`src/rtl/nibble_add_scheduler.sv`:
```
// ---------------------------------------------------------------------------
// nibble_add_scheduler
//
// Purpose:
//   Lets two requesters share a single 4-bit ripple-carry adder slice. Each
//   accepted request is a WIDTH-bit addition A + B + cin that is carried out
//   one nibble per cycle, least significant nibble first, with the
//   inter-nibble carry held in a register. Round-robin arbitration decides
//   which requester is served. The result is held on the response port until
//   the consumer takes it.
//
//   Timing of one operation (NIB = WIDTH/4):
//     edge T        : request handshake, operands latched, state -> ADD
//     edges T+1..T+NIB : one nibble per edge; resp_valid rises at edge T+NIB
//     DONE          : result held until resp_ready
//     IDLE          : one arbitration cycle before the next handshake
//
// Parameters:
//   WIDTH  operand/sum width in bits; must be a multiple of 4 and >= 4.
//
// Ports:
//   clk         clock; every state update happens on the rising edge
//   rst_n       synchronous active-low reset
//   req0_valid  requester 0 has an operation pending
//   req0_ready  requester 0 operation accepted this cycle
//   req0_a/b    requester 0 operands (WIDTH bits)
//   req0_cin    requester 0 carry-in
//   req1_*      same set of signals for requester 1
//   resp_valid  result available
//   resp_ready  consumer takes the result
//   resp_sum    (A + B + cin) mod 2^WIDTH
//   resp_cout   carry out of the MSB
//   resp_id     requester that issued the result
// ---------------------------------------------------------------------------

// ---------------------------------------------------------------------------
// full_adder
//   Single-bit full adder: sum_o = a_i ^ b_i ^ c_i, carry_o = majority.
// Ports: a_i, b_i, c_i inputs; sum_o, carry_o outputs.
// ---------------------------------------------------------------------------
module full_adder (
  input  logic a_i,
  input  logic b_i,
  input  logic c_i,
  output logic sum_o,
  output logic carry_o
);

  assign sum_o   = a_i ^ b_i ^ c_i;
  assign carry_o = (a_i & b_i) | (a_i & c_i) | (b_i & c_i);

endmodule

// ---------------------------------------------------------------------------
// four_bit_full_adder
//   The shared 4-bit ripple-carry slice: four full adders chained LSB to MSB.
// Ports: a_i[3:0], b_i[3:0], cin_i inputs; sum_o[3:0], cout_o outputs.
// ---------------------------------------------------------------------------
module four_bit_full_adder (
  input  logic [3:0] a_i,
  input  logic [3:0] b_i,
  input  logic       cin_i,
  output logic [3:0] sum_o,
  output logic       cout_o
);

  // carry[0] is the slice carry-in, carry[4] the slice carry-out.
  logic [4:0] carry;

  assign carry[0] = cin_i;

  for (genvar i = 0; i < 4; i++) begin : g_bit
    full_adder u_fa (
      .a_i    (a_i[i]),
      .b_i    (b_i[i]),
      .c_i    (carry[i]),
      .sum_o  (sum_o[i]),
      .carry_o(carry[i+1])
    );
  end

  assign cout_o = carry[4];

endmodule

// ---------------------------------------------------------------------------
// nibble_add_scheduler (top)
// ---------------------------------------------------------------------------
module nibble_add_scheduler #(
  parameter int WIDTH = 8
) (
  input  logic             clk,
  input  logic             rst_n,

  input  logic             req0_valid,
  output logic             req0_ready,
  input  logic [WIDTH-1:0] req0_a,
  input  logic [WIDTH-1:0] req0_b,
  input  logic             req0_cin,

  input  logic             req1_valid,
  output logic             req1_ready,
  input  logic [WIDTH-1:0] req1_a,
  input  logic [WIDTH-1:0] req1_b,
  input  logic             req1_cin,

  output logic             resp_valid,
  input  logic             resp_ready,
  output logic [WIDTH-1:0] resp_sum,
  output logic             resp_cout,
  output logic             resp_id
);

  // -------------------------------------------------------------------------
  // Derived constants
  // -------------------------------------------------------------------------
  localparam int NIB   = WIDTH / 4;
  // Keep the counter at least one bit wide so WIDTH=4 still elaborates.
  localparam int CNT_W = (NIB > 1) ? $clog2(NIB) : 1;
  localparam logic [CNT_W-1:0] LAST_NIB = CNT_W'(NIB - 1);

  if ((WIDTH % 4) != 0 || WIDTH < 4) begin : g_bad_width
    $error("nibble_add_scheduler: WIDTH must be a multiple of 4 and >= 4");
  end

  typedef enum logic [1:0] {
    S_IDLE = 2'd0,
    S_ADD  = 2'd1,
    S_DONE = 2'd2
  } state_e;

  // -------------------------------------------------------------------------
  // State
  // -------------------------------------------------------------------------
  state_e           state_q;
  logic [CNT_W-1:0] cnt_q;         // index of the nibble being added
  logic             carry_q;       // carry into the current nibble
  logic             last_grant_q;  // requester served most recently
  logic [WIDTH-1:0] a_q;
  logic [WIDTH-1:0] b_q;
  logic             id_q;          // requester of the operation in flight

  logic             resp_valid_q;
  logic [WIDTH-1:0] resp_sum_q;
  logic             resp_cout_q;
  logic             resp_id_q;

  // -------------------------------------------------------------------------
  // Arbitration (combinational, only meaningful in IDLE)
  // -------------------------------------------------------------------------
  logic grant_valid;
  logic grant_id;

  // NOTE: every signal written in an always_comb gets a default on entry;
  // a path that leaves one unassigned would infer a latch.
  always_comb begin
    grant_valid = 1'b0;
    grant_id    = 1'b0;
    if (state_q == S_IDLE) begin
      if (req0_valid && req1_valid) begin
        // Tie: serve whoever was not served last time.
        grant_valid = 1'b1;
        grant_id    = ~last_grant_q;
      end else if (req0_valid) begin
        grant_valid = 1'b1;
        grant_id    = 1'b0;
      end else if (req1_valid) begin
        grant_valid = 1'b1;
        grant_id    = 1'b1;
      end
    end
  end

  assign req0_ready = grant_valid && (grant_id == 1'b0);
  assign req1_ready = grant_valid && (grant_id == 1'b1);

  // -------------------------------------------------------------------------
  // Shared adder slice and nibble steering
  // -------------------------------------------------------------------------
  logic [3:0]       slice_a;
  logic [3:0]       slice_b;
  logic [3:0]       slice_sum;
  logic             slice_cout;
  logic [WIDTH-1:0] resp_sum_d;

  // Select operand nibble k = cnt_q with constant part-selects so every
  // index stays in range for any legal WIDTH.
  always_comb begin
    slice_a = '0;
    slice_b = '0;
    for (int k = 0; k < NIB; k++) begin
      if (cnt_q == CNT_W'(k)) begin
        slice_a = a_q[4*k +: 4];
        slice_b = b_q[4*k +: 4];
      end
    end
  end

  four_bit_full_adder u_slice (
    .a_i   (slice_a),
    .b_i   (slice_b),
    .cin_i (carry_q),
    .sum_o (slice_sum),
    .cout_o(slice_cout)
  );

  // Merge the slice result into nibble k of the accumulating sum; the other
  // nibbles keep what earlier cycles wrote.
  always_comb begin
    resp_sum_d = resp_sum_q;
    for (int k = 0; k < NIB; k++) begin
      if (cnt_q == CNT_W'(k)) begin
        resp_sum_d[4*k +: 4] = slice_sum;
      end
    end
  end

  // -------------------------------------------------------------------------
  // Operand capture
  // -------------------------------------------------------------------------
  // NOTE: the operand and id registers are deliberately left out of reset;
  // they are always written at the handshake before anything reads them.
  always_ff @(posedge clk) begin
    if (grant_valid) begin
      a_q  <= grant_id ? req1_a : req0_a;
      b_q  <= grant_id ? req1_b : req0_b;
      id_q <= grant_id;
    end
  end

  // -------------------------------------------------------------------------
  // Control FSM with registered response outputs
  // -------------------------------------------------------------------------
  // NOTE: sequential state uses non-blocking assignments only, so every
  // register samples the pre-edge values of the others regardless of order.
  always_ff @(posedge clk) begin
    if (!rst_n) begin
      state_q      <= S_IDLE;
      cnt_q        <= '0;
      carry_q      <= 1'b0;
      last_grant_q <= 1'b1;       // requester 0 wins the first tie
      resp_valid_q <= 1'b0;
      resp_sum_q   <= '0;
      resp_cout_q  <= 1'b0;
      resp_id_q    <= 1'b0;
    end else begin
      case (state_q)
        S_IDLE: begin
          if (grant_valid) begin
            carry_q      <= grant_id ? req1_cin : req0_cin;
            cnt_q        <= '0;
            last_grant_q <= grant_id;
            state_q      <= S_ADD;
          end
        end

        S_ADD: begin
          resp_sum_q <= resp_sum_d;
          carry_q    <= slice_cout;
          cnt_q      <= cnt_q + 1'b1;
          if (cnt_q == LAST_NIB) begin
            resp_cout_q  <= slice_cout;
            resp_id_q    <= id_q;
            resp_valid_q <= 1'b1;
            state_q      <= S_DONE;
          end
        end

        S_DONE: begin
          // Response data is left untouched; it only matters while valid.
          if (resp_ready) begin
            resp_valid_q <= 1'b0;
            state_q      <= S_IDLE;
          end
        end

        default: begin
          state_q <= S_IDLE;
        end
      endcase
    end
  end

  assign resp_valid = resp_valid_q;
  assign resp_sum   = resp_sum_q;
  assign resp_cout  = resp_cout_q;
  assign resp_id    = resp_id_q;

  // -------------------------------------------------------------------------
  // Protocol properties
  // -------------------------------------------------------------------------
  a_ready_exclusive: assert property (@(posedge clk)
    !(req0_ready && req1_ready));

  a_ready_needs_valid: assert property (@(posedge clk)
    (!req0_ready || req0_valid) && (!req1_ready || req1_valid));

  a_resp_held: assert property (@(posedge clk) disable iff (!rst_n)
    (resp_valid && !resp_ready) |=>
      (resp_valid && $stable(resp_sum) && $stable(resp_cout) && $stable(resp_id)));

endmodule

```
`config.mk`:
```
export PLATFORM = sky130hd
export DESIGN_NAME = nibble_add_scheduler
export DESIGN_NICKNAME = d
export VERILOG_FILES = /design/src/rtl/nibble_add_scheduler.sv
export SDC_FILE = /design/constraint.sdc
export NUM_CORES = 1
export LEC_CHECK = 0
export ABC_CLOCK_PERIOD_IN_PS = 3900
export CORE_ASPECT_RATIO = 1.25
export CORE_UTILIZATION = 45
export DETAILED_ROUTE_END_ITERATION = 10
export PLACE_DENSITY = 0.81
export SYNTH_ARGS = -nofsm -noshare
export SYNTH_HDL_FRONTEND = slang
export SYNTH_SLANG_ARGS = --single-unit
```
`constraint.sdc`:
```
create_clock -name clk -period 3.9 [get_ports clk]
set_input_delay 0.39 -clock clk [delete_from_list [all_inputs] [get_ports clk]]
set_output_delay 0.39 -clock clk [all_outputs]
set_load 0.005 [all_outputs]
```
==> reports/qor.csv, run 1 <==
metric,value,unit
ys_sh_simple,7.95,%
clock_latency,0.28,ns
ys_async_sr_fraction,0,%
die_area,3780,um2
slew_headroom,51.7,%
dp_hpwl,2.39,mm
final-setup-viol-count,0,
ant_nets,0,
sw_frac_of_total,25.0,%
vdd_drop_max,0.356,mV
cts_resized,0,
edf_count,17,
path_class,register to register,
status,completed,
die_h,68.5,um
ys_sh_mux,21.6,%
drive_above_1_share,20.6,%
wl_met1,1.17,mm
rows,23,
grt_first_pass_wirelength,5.05,mm
path_max_fanout,5,
ys_sh_xor,0,%
clkPwrFrac,29.9,%
portBuffers,51,
core_area,3280,um2
postCtsSetupRepairBufs,0,
arrival,3.02,ns
path_clk_slew,0.07,ns
hold_violations,0,
gp_congestion,0.786,
drcViolationCount,0,
tns,0,ns
p_int,0.702,mW
synth-main-ff-cell,edfxtp_1,
netSwitchingPower,0.234,mW
startpoint_type,register,
grtUsageMet1,21.4,%
period_needed,2.80,ns
grt.busiest_layer,met2,
hold_depth,2,
cts_tree,built,
yosysTopAreaCellShare,32.1,%
htreeDepth,2,
ys_chip_area,1590,um2
ys.flops,33,
syn_area_per_cell,13.3,um2
max_freq,358,MHz
num_antenna_cells,0,
-- run 1: cell type report --
type	count	area (um2)
flip-flops and latches	33	831
inverters	5	18.8
multi-input cells	77	696
repair buffers	52	518
clock buffers	7	96.3
clock inverters	1	5.00
fillers	261	1070
well taps	37	46.3
-- run 1: power groups by stage --
stage	Sequential [mW]	Combinational [mW]	Clock (mW)
final	0.430	0.226	0.280
after global routing	0.435	0.249	0.298
after CTS	0.431	0.230	0.286
after detailed placement	0.438	0.229	0
after global placement	0.436	0.215	0
after floorplan	0.434	0.134	0
-- run 1: final timing paths --
kind / to / slack, ns / startpoint
max: resp_sum[3]$_SDFFE_PN0P_ / 1.10 / cnt_q$_SDFFE_PN0P_
min: resp_sum[0]$_SDFFE_PN0P_ / 0.50 / resp_sum[0]$_SDFFE_PN0P_
max reg2reg: resp_sum[3]$_SDFFE_PN0P_ / 1.10 / cnt_q$_SDFFE_PN0P_
min reg2reg: resp_sum[0]$_SDFFE_PN0P_ / 0.50 / resp_sum[0]$_SDFFE_PN0P_
-- run 1: logic make-up after synthesis --
logic type	count (synthesis)
adders and majority gates	4
AOI/OAI and AO/OA	20
buffers and inverters	10
and+or+nand+nor	24
DFF	33
muxes	29
-- run 1: worst max-delay path, stage by stage (launching register included) --
cell and delay (ns):
dfxtp_1 0.44, mux2_2 0.38, fa_1 0.41, fa_1 0.40, fa_1 0.37, inv_1 0.08
fa_1 0.44, nand2_1 0.08, o211a_1 0.14
-- run 1: through the flow --
step	hold slack [ns]	utilization, %	std cells	worst slack (ns)	area [um2]
floorplan	0.474	-	120	1.03	1590
global placement	0.468	64.3	204	1.25	2110
detailed placement	0.489	64.3	204	1.13	2110
CTS	0.502	67.4	212	1.10	2210
global route	0.525	67.4	212	0.947	2210
finish	0.499	67.4	212	1.10	2210
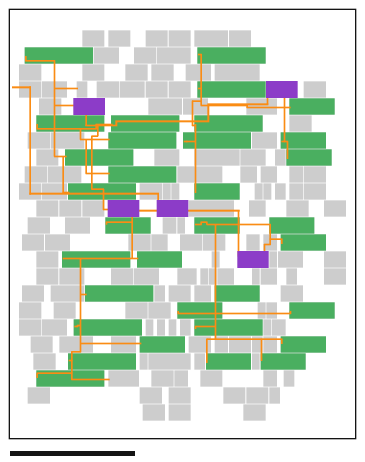
*Clock distribution, run 1*
Scale bar: 20 um.
Key: green = flip-flops [count 33]; orange = clock wires [length 404 um]; purple = clock drivers [count 5]
There are 6 routed clock nets.
Worst Skew: 0.00697 ns
clock-net power: 0.280 mW

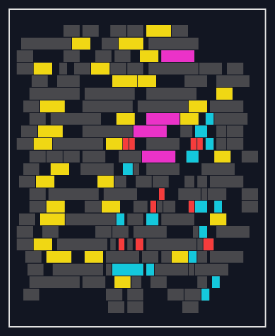
*Selected gate families, run 1*
Key: magenta = adder and majority cells [cells 4, most used fa_1]; yellow = multiplexers [cells 29, most used mux2_2, where spread over the die]; red = NAND gates [cells 10, most used nand2_1]; cyan = inverting AOI/OAI gates [cells 15, most used o21ai_0]
Comb/total area: 31.5%
post-route insts no fill: 212
top logic cell by instance count in the layout: clkdlybuf4s50_1

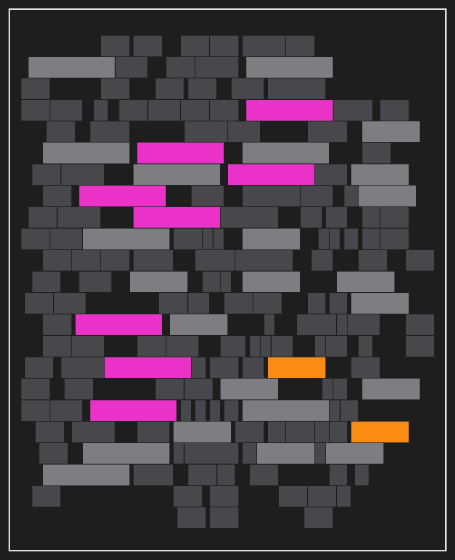
*Register map, names as in the netlist, run 1*
Key: orange = state_q [flops 2]; magenta = b_q [flops 8]
sequential power: 0.430 mW
Reg area: 831 um2

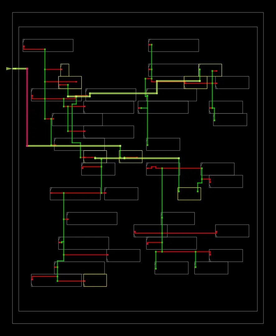
*Clock nets, run 1*
CLK BUF: 7
CTS Sinks: 33
Num CTS Buffers: 5

==> inputs of run 2 (changes only) <==
Settings changed: ABC_CLOCK_PERIOD_IN_PS 3900 to 2400, CORE_UTILIZATION 45 to 41, PLACE_DENSITY 0.81 to 0.77.
Clock period 3.9 ns to 2.4 ns, I/O delays scaled along.
==> run 2 against run 1 <==
- the run now ends with DRC, setup timing left
- die area up 9.4%
- global-route usage down 4.1 points
- critical path type unchanged
- worst setup slack got worse by 1.2 ns
- fmax is 13% higher
- critical endpoint is now resp_sum[7]$_SDFFE_PN0P_
- sequential power is 62% higher
- largest power group unchanged
- clock power increased by 39%
- synthesized cell count unchanged
- combinational power is 74% higher
- critical path depth stayed put
==> reports/qor.csv, run 2 <==
metric,value,unit
lay_top_count,clkdlybuf4s50_1,
synthToLayoutAreaGrowth,41.8,%
worstPathCellList,mux2_4 -> fa_2 -> fa_2 -> fa_2 -> inv_2 -> fa_2 -> nand2_1 -> o211a_1,
cp_slowest_cell,fa_2,
final-setup-viol-count,2,
grt_first_pass_wirelength,4.98,mm
path_class,register to register,
ant_nets,0,
clkSinkCount,33,
numCtsBuffers,5,
placed_cell_area,2160,um2
yosysTopAreaCellShare,32.1,%
portBuffers,51,
core_area,3600,um2
crit_buf_inv,1,
ys.flops,33,
preCtsSetupSlack,-0.144,ns
ys_chip_area,1590,um2
sw_frac_of_total,24.9,%
period_needed,2.48,ns
max_freq,402,MHz
synth-main-ff-cell,edfxtp_1,
slew_headroom,68.2,%
path_clk_slew,0.06,ns
netSwitchingPower,0.369,mW
clkPwrFrac,26.2,%
status,finished with violations,
hold_slack,0.489,ns
arrival,2.71,ns
final_area,2250,um2
vdd_drop_max,0.323,mV
ys_seq_share,52.2,%
syn_area_per_cell,13.3,um2
postCtsSetupRepairBufs,1,
setup_ws,-0.0850,ns
cts_tree,built,
layout.cells.non_filler,219,
drive_above_1_share,24.4,%
violations,"DRC, setup timing",
htreeDepth,2,
num_antenna_cells,0,
startpoint_type,register,
cpMostUsedCell,fa_2,
drcViolationCount,1,
rows,24,
hold_violations,0,
placed_cells,210,
tns,-0.159,ns
path_max_fanout,3,
cts_resized,1,
==> run 2: metal layers <==
layer / up-vias / track usage [%] / routed length, um
met4: 0 / 7.41 / 55
li1: 541 / - / -
met1: 507 / 16.3 / 1130
met5: - / 0 / 0
met3: 6 / 2.17 / 106
met2: 33 / 30.9 / 1770
==> run 2: final timing paths <==
kind              depth (start not counted)                      from                  endpoint  slack [ns]
hold reg to reg                           2  resp_sum[2]$_SDFFE_PN0P_  resp_sum[2]$_SDFFE_PN0P_        0.49
setup reg to reg                          8        cnt_q$_SDFFE_PN0P_  resp_sum[7]$_SDFFE_PN0P_       -0.08
setup / recovery                          8        cnt_q$_SDFFE_PN0P_  resp_sum[7]$_SDFFE_PN0P_       -0.08
hold / removal                            2  resp_sum[2]$_SDFFE_PN0P_  resp_sum[2]$_SDFFE_PN0P_        0.49
==> run 2: cells by family after synthesis <==
logic type,count (synthesis),share of synthesized area [%]
mux,29,21.6
compound gates,20,9.13
flops,33,52.2
buf+inv,10,4.01
simple gates,24,7.95
fa+ha+maj,4,5.04
==> run 2: final cells by class <==
type | count | area (um2)
Inverter | 5 | 18.8
Timing Repair Buffer | 57 | 559
Fill cell | 300 | 1350
Multi-Input combinational cell | 77 | 713
Sequential cell | 33 | 835
Clock buffer | 8 | 80.1
Tap cell | 39 | 48.8
==> run 2: power groups by stage <==
| stage | combinational [mW] | clock [mW] | sequential (mW) |
|---|---|---|---|
| global placement | 0.376 | 0 | 0.706 |
| CTS | 0.395 | 0.397 | 0.698 |
| global route | 0.429 | 0.424 | 0.703 |
| detailed placement | 0.390 | 0 | 0.711 |
| finish | 0.394 | 0.388 | 0.696 |
| floorplan | 0.232 | 0 | 0.706 |
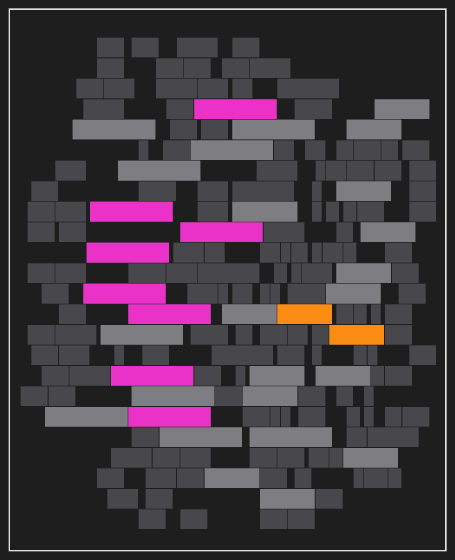
*Register map, names as in the netlist, run 2*
Key: magenta = b_q [flops 8]; orange = state_q [flops 2]
Another 23 sequential cells are not colored.
sequential power: 0.696 mW
Final Util: 62.6%

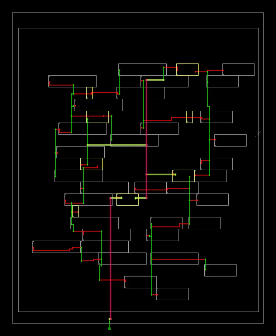
*Clock nets, run 2*
Seq Cell Count: 33
Worst Skew: 0.00363 ns
latest clock arrival within the worst-skew pair: 0.28 ns

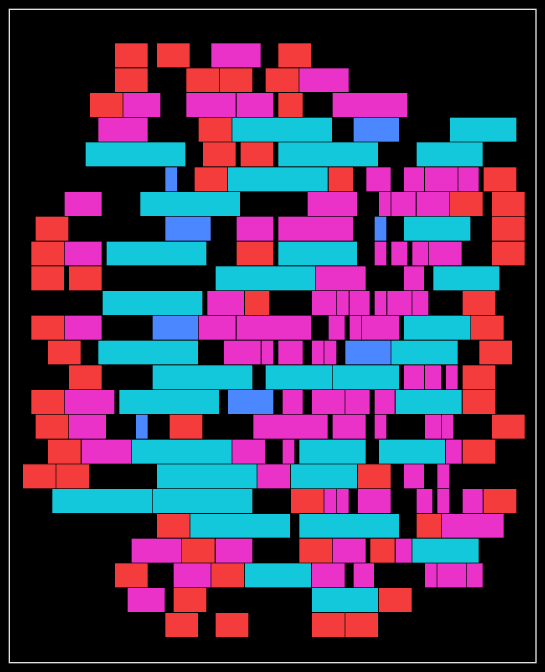
*Cells colored by class, run 2*
Key: blue = clock drivers and dummy loads [cells 8, share of their area 3.6%]; magenta = combinational and other logic [cells 82, share of their area 33%]; red = other buffers and delay cells [cells 57, share of their area 25%]; cyan = flops [cells 33, share of their area 38%]

Power is estimated from default activity; no workload was simulated.
